[config.mk]
export PLATFORM = sky130hd
export DESIGN_NAME = pool_window_gen
export DESIGN_NICKNAME = d
export VERILOG_FILES = /design/src/rtl/pool_window_gen_pkg.sv /design/src/rtl/pool_line_buf.sv /design/src/rtl/pool_window_gen.sv
export SDC_FILE = /design/constraint.sdc
export NUM_CORES = 1
export LEC_CHECK = 0
export CORE_MARGIN = 5
export CORE_UTILIZATION = 40
export CTS_CLUSTER_DIAMETER = 80
export CTS_CLUSTER_SIZE = 14
export DETAILED_ROUTE_END_ITERATION = 7
export SETUP_SLACK_MARGIN = 0.3
export SLEW_MARGIN = 20
export SYNTH_ARGS = -nofsm -noshare
export SYNTH_HDL_FRONTEND = slang
export SYNTH_SLANG_ARGS = --single-unit
[constraint.sdc]
create_clock -name clk -period 3.18 [get_ports clk]
set_clock_uncertainty 0.2 [all_clocks]
set_input_delay 0.318 -clock clk [delete_from_list [all_inputs] [get_ports clk]]
set_output_delay 0.318 -clock clk [all_outputs]
set_load 0.1 [all_outputs]
[src/rtl/pool_window_gen_pkg.sv]
// Shared definitions for the 2x2 max-pool front end and its comparator:
// default geometry, pixel width and the window operand ordering.
package pool_window_gen_pkg;

  localparam int DATA_W_DEF = 8;
  localparam int IMG_W_DEF  = 24;
  localparam int IMG_H_DEF  = 24;

  // Operand ordering of a window, shared with the pool comparator.
  typedef enum logic [1:0] {
    WIN_TL = 2'd0,
    WIN_TR = 2'd1,
    WIN_BL = 2'd2,
    WIN_BR = 2'd3
  } win_pos_e;

  localparam int WIN_N = 4;

  // Counter width able to hold 0..n-1; never narrower than one bit.
  function automatic int cnt_w(input int n);
    return (n <= 2) ? 1 : $clog2(n);
  endfunction

endpackage

[src/rtl/pool_line_buf.sv]
// One feature-map row of pixels. Written on even rows, read as an aligned
// column pair (col-1, col) on odd rows. Contents are not reset.
module pool_line_buf
  import pool_window_gen_pkg::*;
#(
  parameter int IMG_W  = IMG_W_DEF,
  parameter int DATA_W = DATA_W_DEF,
  parameter int AW     = cnt_w(IMG_W)
) (
  input  logic              clk_i,
  input  logic              wr_en_i,
  input  logic [AW-1:0]     wr_col_i,
  input  logic [DATA_W-1:0] wr_data_i,
  input  logic [AW-1:0]     rd_col_i,
  output logic [DATA_W-1:0] rd_lo_o,
  output logic [DATA_W-1:0] rd_hi_o
);

  logic [DATA_W-1:0] mem_q [IMG_W];
  logic [AW-1:0]     lo_idx;

  // Reads only matter on odd columns, so col-1 is col with bit 0 cleared;
  // this keeps the index in range when col is 0.
  assign lo_idx  = rd_col_i & ~AW'(1);
  assign rd_lo_o = mem_q[lo_idx];
  assign rd_hi_o = mem_q[rd_col_i];

  // Single write port, no reset on storage.
  always_ff @(posedge clk_i) begin
    if (wr_en_i) mem_q[wr_col_i] <= wr_data_i;
  end

endmodule

[src/rtl/pool_window_gen.sv]
// Streaming 2x2 window generator: raster pixels in, registered
// non-overlapping 2x2 windows out.
// Handshake: a transfer happens on a rising edge where valid && ready;
// in_ready = !win_valid || win_ready, so input stalls while a window waits.
module pool_window_gen
  import pool_window_gen_pkg::*;
#(
  parameter int IMG_W  = IMG_W_DEF,
  parameter int IMG_H  = IMG_H_DEF,
  parameter int DATA_W = DATA_W_DEF
) (
  input  logic              clk,
  input  logic              rst_n,
  input  logic              in_valid,
  output logic              in_ready,
  input  logic [DATA_W-1:0] in_data,
  output logic              win_valid,
  input  logic              win_ready,
  output logic [DATA_W-1:0] win0,
  output logic [DATA_W-1:0] win1,
  output logic [DATA_W-1:0] win2,
  output logic [DATA_W-1:0] win3,
  output logic              win_last
);

  localparam int CW = cnt_w(IMG_W);
  localparam int RW = cnt_w(IMG_H);
  localparam logic [CW-1:0] COL_MAX = CW'(IMG_W - 1);
  localparam logic [RW-1:0] ROW_MAX = RW'(IMG_H - 1);

  logic [CW-1:0]     col_q, col_d;
  logic [RW-1:0]     row_q, row_d;
  logic [DATA_W-1:0] bl_q, bl_d;
  logic [DATA_W-1:0] win_q [WIN_N];
  logic [DATA_W-1:0] win_d [WIN_N];
  logic              win_valid_q, win_valid_d;
  logic              win_last_q, win_last_d;
  logic              accept, load, buf_we;
  logic [DATA_W-1:0] buf_lo, buf_hi;

  assign in_ready = !win_valid_q || win_ready;
  assign accept   = in_valid && in_ready;
  // Even rows fill the line buffer; odd rows pair with it.
  assign buf_we   = accept && !row_q[0];
  assign load     = accept && row_q[0] && col_q[0];

  pool_line_buf #(
    .IMG_W  (IMG_W),
    .DATA_W (DATA_W),
    .AW     (CW)
  ) u_line_buf (
    .clk_i     (clk),
    .wr_en_i   (buf_we),
    .wr_col_i  (col_q),
    .wr_data_i (in_data),
    .rd_col_i  (col_q),
    .rd_lo_o   (buf_lo),
    .rd_hi_o   (buf_hi)
  );

  // Raster position: col wraps into row, row wraps at end of frame.
  always_comb begin
    col_d = col_q;
    row_d = row_q;
    if (accept) begin
      if (col_q == COL_MAX) begin
        col_d = '0;
        row_d = (row_q == ROW_MAX) ? '0 : row_q + RW'(1);
      end else begin
        col_d = col_q + CW'(1);
      end
    end
  end

  // Bottom-left hold and window output register with valid tracking.
  always_comb begin
    bl_d = bl_q;
    for (int i = 0; i < WIN_N; i++) win_d[i] = win_q[i];
    win_last_d  = win_last_q;
    win_valid_d = win_valid_q && !win_ready;
    if (accept && row_q[0] && !col_q[0]) bl_d = in_data;
    if (load) begin
      win_d[WIN_TL] = buf_lo;
      win_d[WIN_TR] = buf_hi;
      win_d[WIN_BL] = bl_q;
      win_d[WIN_BR] = in_data;
      win_last_d    = (row_q == ROW_MAX) && (col_q == COL_MAX);
      win_valid_d   = 1'b1;
    end
  end

  // State registers; reset drops any partial frame and held window.
  always_ff @(posedge clk or negedge rst_n) begin
    if (!rst_n) begin
      col_q       <= '0;
      row_q       <= '0;
      bl_q        <= '0;
      win_valid_q <= 1'b0;
      win_last_q  <= 1'b0;
      for (int i = 0; i < WIN_N; i++) win_q[i] <= '0;
    end else begin
      col_q       <= col_d;
      row_q       <= row_d;
      bl_q        <= bl_d;
      win_valid_q <= win_valid_d;
      win_last_q  <= win_last_d;
      for (int i = 0; i < WIN_N; i++) win_q[i] <= win_d[i];
    end
  end

  assign win_valid = win_valid_q;
  assign win_last  = win_last_q;
  assign win0      = win_q[WIN_TL];
  assign win1      = win_q[WIN_TR];
  assign win2      = win_q[WIN_BL];
  assign win3      = win_q[WIN_BR];

endmodule

==> metrics.cfg <==
[outcome]
outcome = finished clean

[power]
p_clk_share_pct = 22.1
p_leak_nw = 4.04
switching_power_mw = 4.19
vdd_ir_drop_max_mv = 0.771
p_per_area_nw_per_um2 = 922
comb-power_mw = 4.05
pwr-share-comb_pct = 38.6

[timing]
hold_viol_final = 0
drv_slew = 0
whs_ps = 137
setup_ws_ps = 739
fin_crit_sh_pct = 76.8
setup_tns_ps = 0

[floorplanning]
core_area_sq_um = 24200
rows = 57

[cells_and_area]
stdcell_area_sq_um = 11400
insertedDiodeCount = 0
area_growth_pct = 16.6
fin_nets = 690

[synthesis]
fp_nets = 602
async_flop_share_pct = 21.3
ys_sh_adder_pct = 0.769
ys_sh_simple_pct = 6.43
synth_top_area_share_pct = 59.1
synthMuxAreaShare_pct = 14.3
synth_cells = 584

[drt]
viasPerCell = 5.36

[setup_path]
crit_chain = mux4_2 > and3_1 > or4_1 > o22a_1
max_stage_delay_ps = 670
path_buffers = 0
critPathSlowestCell = dfrtp_4

[global_routing]
met3_usage_pct = 2.38
grt_pass1_wl_microns = 34900

[worst_hold_path]
hp-class = input pin to asynchronous set/reset pin

[place]
place_ws_ps = 694
placement.cell_area_sq_um = 10800
gp_congestion = 0.828

[clock_tree]
cts_buffers = 21
cts_max_level = 1

path summary, 6_finish.rpt:
kind / startpoint / endpoint / cells after the start
setup reg to reg: col_q[1]$_DFFE_PN0N_ / win1[7]$_DFFE_PN0P_ / 4
setup / recovery: col_q[1]$_DFFE_PN0N_ / win1[7]$_DFFE_PN0P_ / 4
max in group asynchronous: rst_n / col_q[1]$_DFFE_PN0N_ / 3
hold / removal: rst_n / row_q[4]$_DFFE_PN0P_ / 2
min in group clk: bl_q[1]$_DFFE_PN0P_ / win2[1]$_DFFE_PN0P_ / 2
hold reg to reg: bl_q[1]$_DFFE_PN0P_ / win2[1]$_DFFE_PN0P_ / 2
cell usage after synthesis, types with 3 or more instances:
cell type and instances:
edfxtp_1 192, nand2_1 69, buf_4 4, nor2b_1 9
buf_1 4, dfrtp_1 52, ha_1 6, mux4_2 36
clkbuf_1 13, a221oi_1 3, mux2_2 15, nand4_1 3
o211ai_1 6, nor2_1 38, o21ai_0 17, nand3_1 10
mux2i_1 42, a31oi_1 3, a22oi_1 3, buf_2 10
inv_1 5, o22ai_1 13
state kept, by name, indices dropped and copies added, names as in the netlist:
signal and cells:
win1 8, win2 8, win0 8, win_last 1, win_valid 1, win3 8
u_line_buf.mem_q 192, row_q 5, bl_q 8, col_q 5
area by class of cell:
| cell class | count | area, sq um | share of cell area [%] |
|---|---|---|---|
| repair buffers | 97 | 766 | 6.73 |
| well taps | 324 | 405 | 3.56 |
| clock inverters | 1 | 8.76 | 0.0769 |
| flip-flops and latches | 244 | 7070 | 62.1 |
| clock buffers | 36 | 582 | 5.11 |
| inverters | 6 | 22.5 | 0.198 |
| multi-input cells | 302 | 2530 | 22.2 |
worst reg2reg max path: stages (launching register included):
cell     delay [ps]
dfrtp_4         670
mux4_2          580
and3_1          210
or4_1           500
o22a_1          170
==> images/clock_nets.png <==
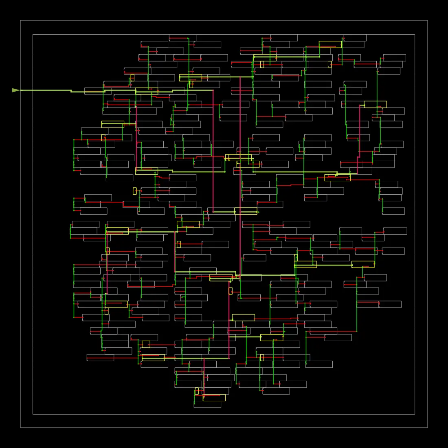
power in the clock group: 2.32 mW
TritonCTS sink count: 244
number of clock buffers in the layout: 36

==> images/route_heat.png <==
33 x 33 tiles, from white (low) to dark blue (high), scaled to the fullest tile. Values are wire area over tile area, all layers added.
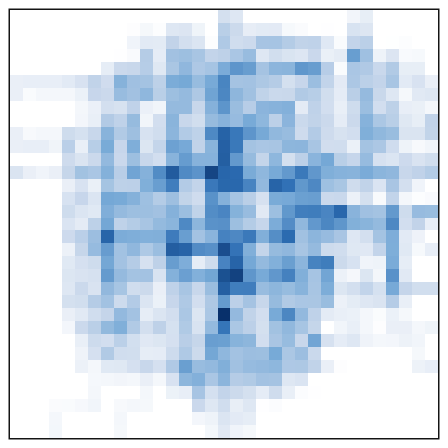
The densest ninth of the die: middle. 11% of the tiles are over half the peak. The mean over all tiles is 0.13.
final wirelength: 22800 microns
drt wl/cell: 22.5 microns
via count: 5409

==> images/gates.png <==
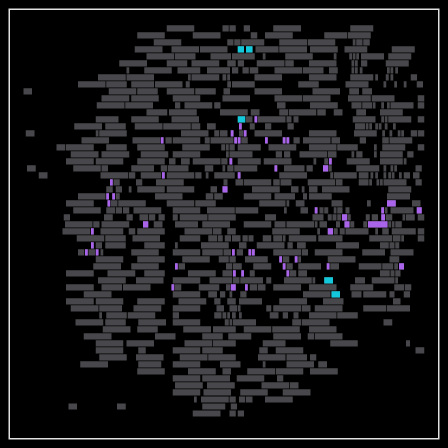
nor cells: marked purple, cells 50. non-inverting ao/oa cells: marked cyan, cells 5.
Non-Filler Instances: 1010
Comb area share: 22.2%
most numerous logic cell after layout: edfxtp_1

==> images/pinout.png <==
Bar = 50 microns. Pins as bars across the die edge, other pins in grey.
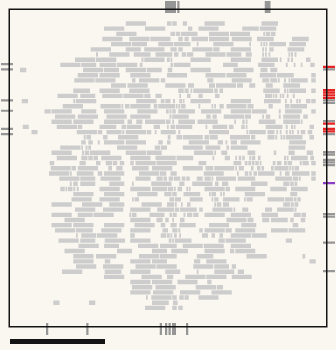
win_last: marked purple, pins 1, direction output, edge right. win3: marked red, pins 8, direction output, edge right.
All pins by edge: 23 right, 10 top, 8 bottom, 6 left.
die height: 166 microns
Die W: 166 microns
I/O Buffers: 46

==> images/closeup.png <==
Bar = 5 microns. Region (73, 106) to (93, 126) microns. Cells in grey, sequential cells in the stronger grey; small squares are vias.
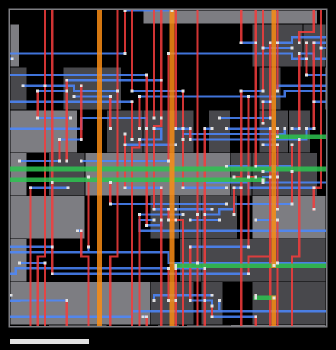
M3: marked green. M4: marked orange. M1: marked blue. M2: marked red.
Sequential cells in the window: 3. 24 logic cells have their middle in the window. Most frequent: nor2_1 (6). Netlist names of flops here include win1 (2), u_line_buf.mem_q (1).

Power is estimated from default activity; no workload was simulated.
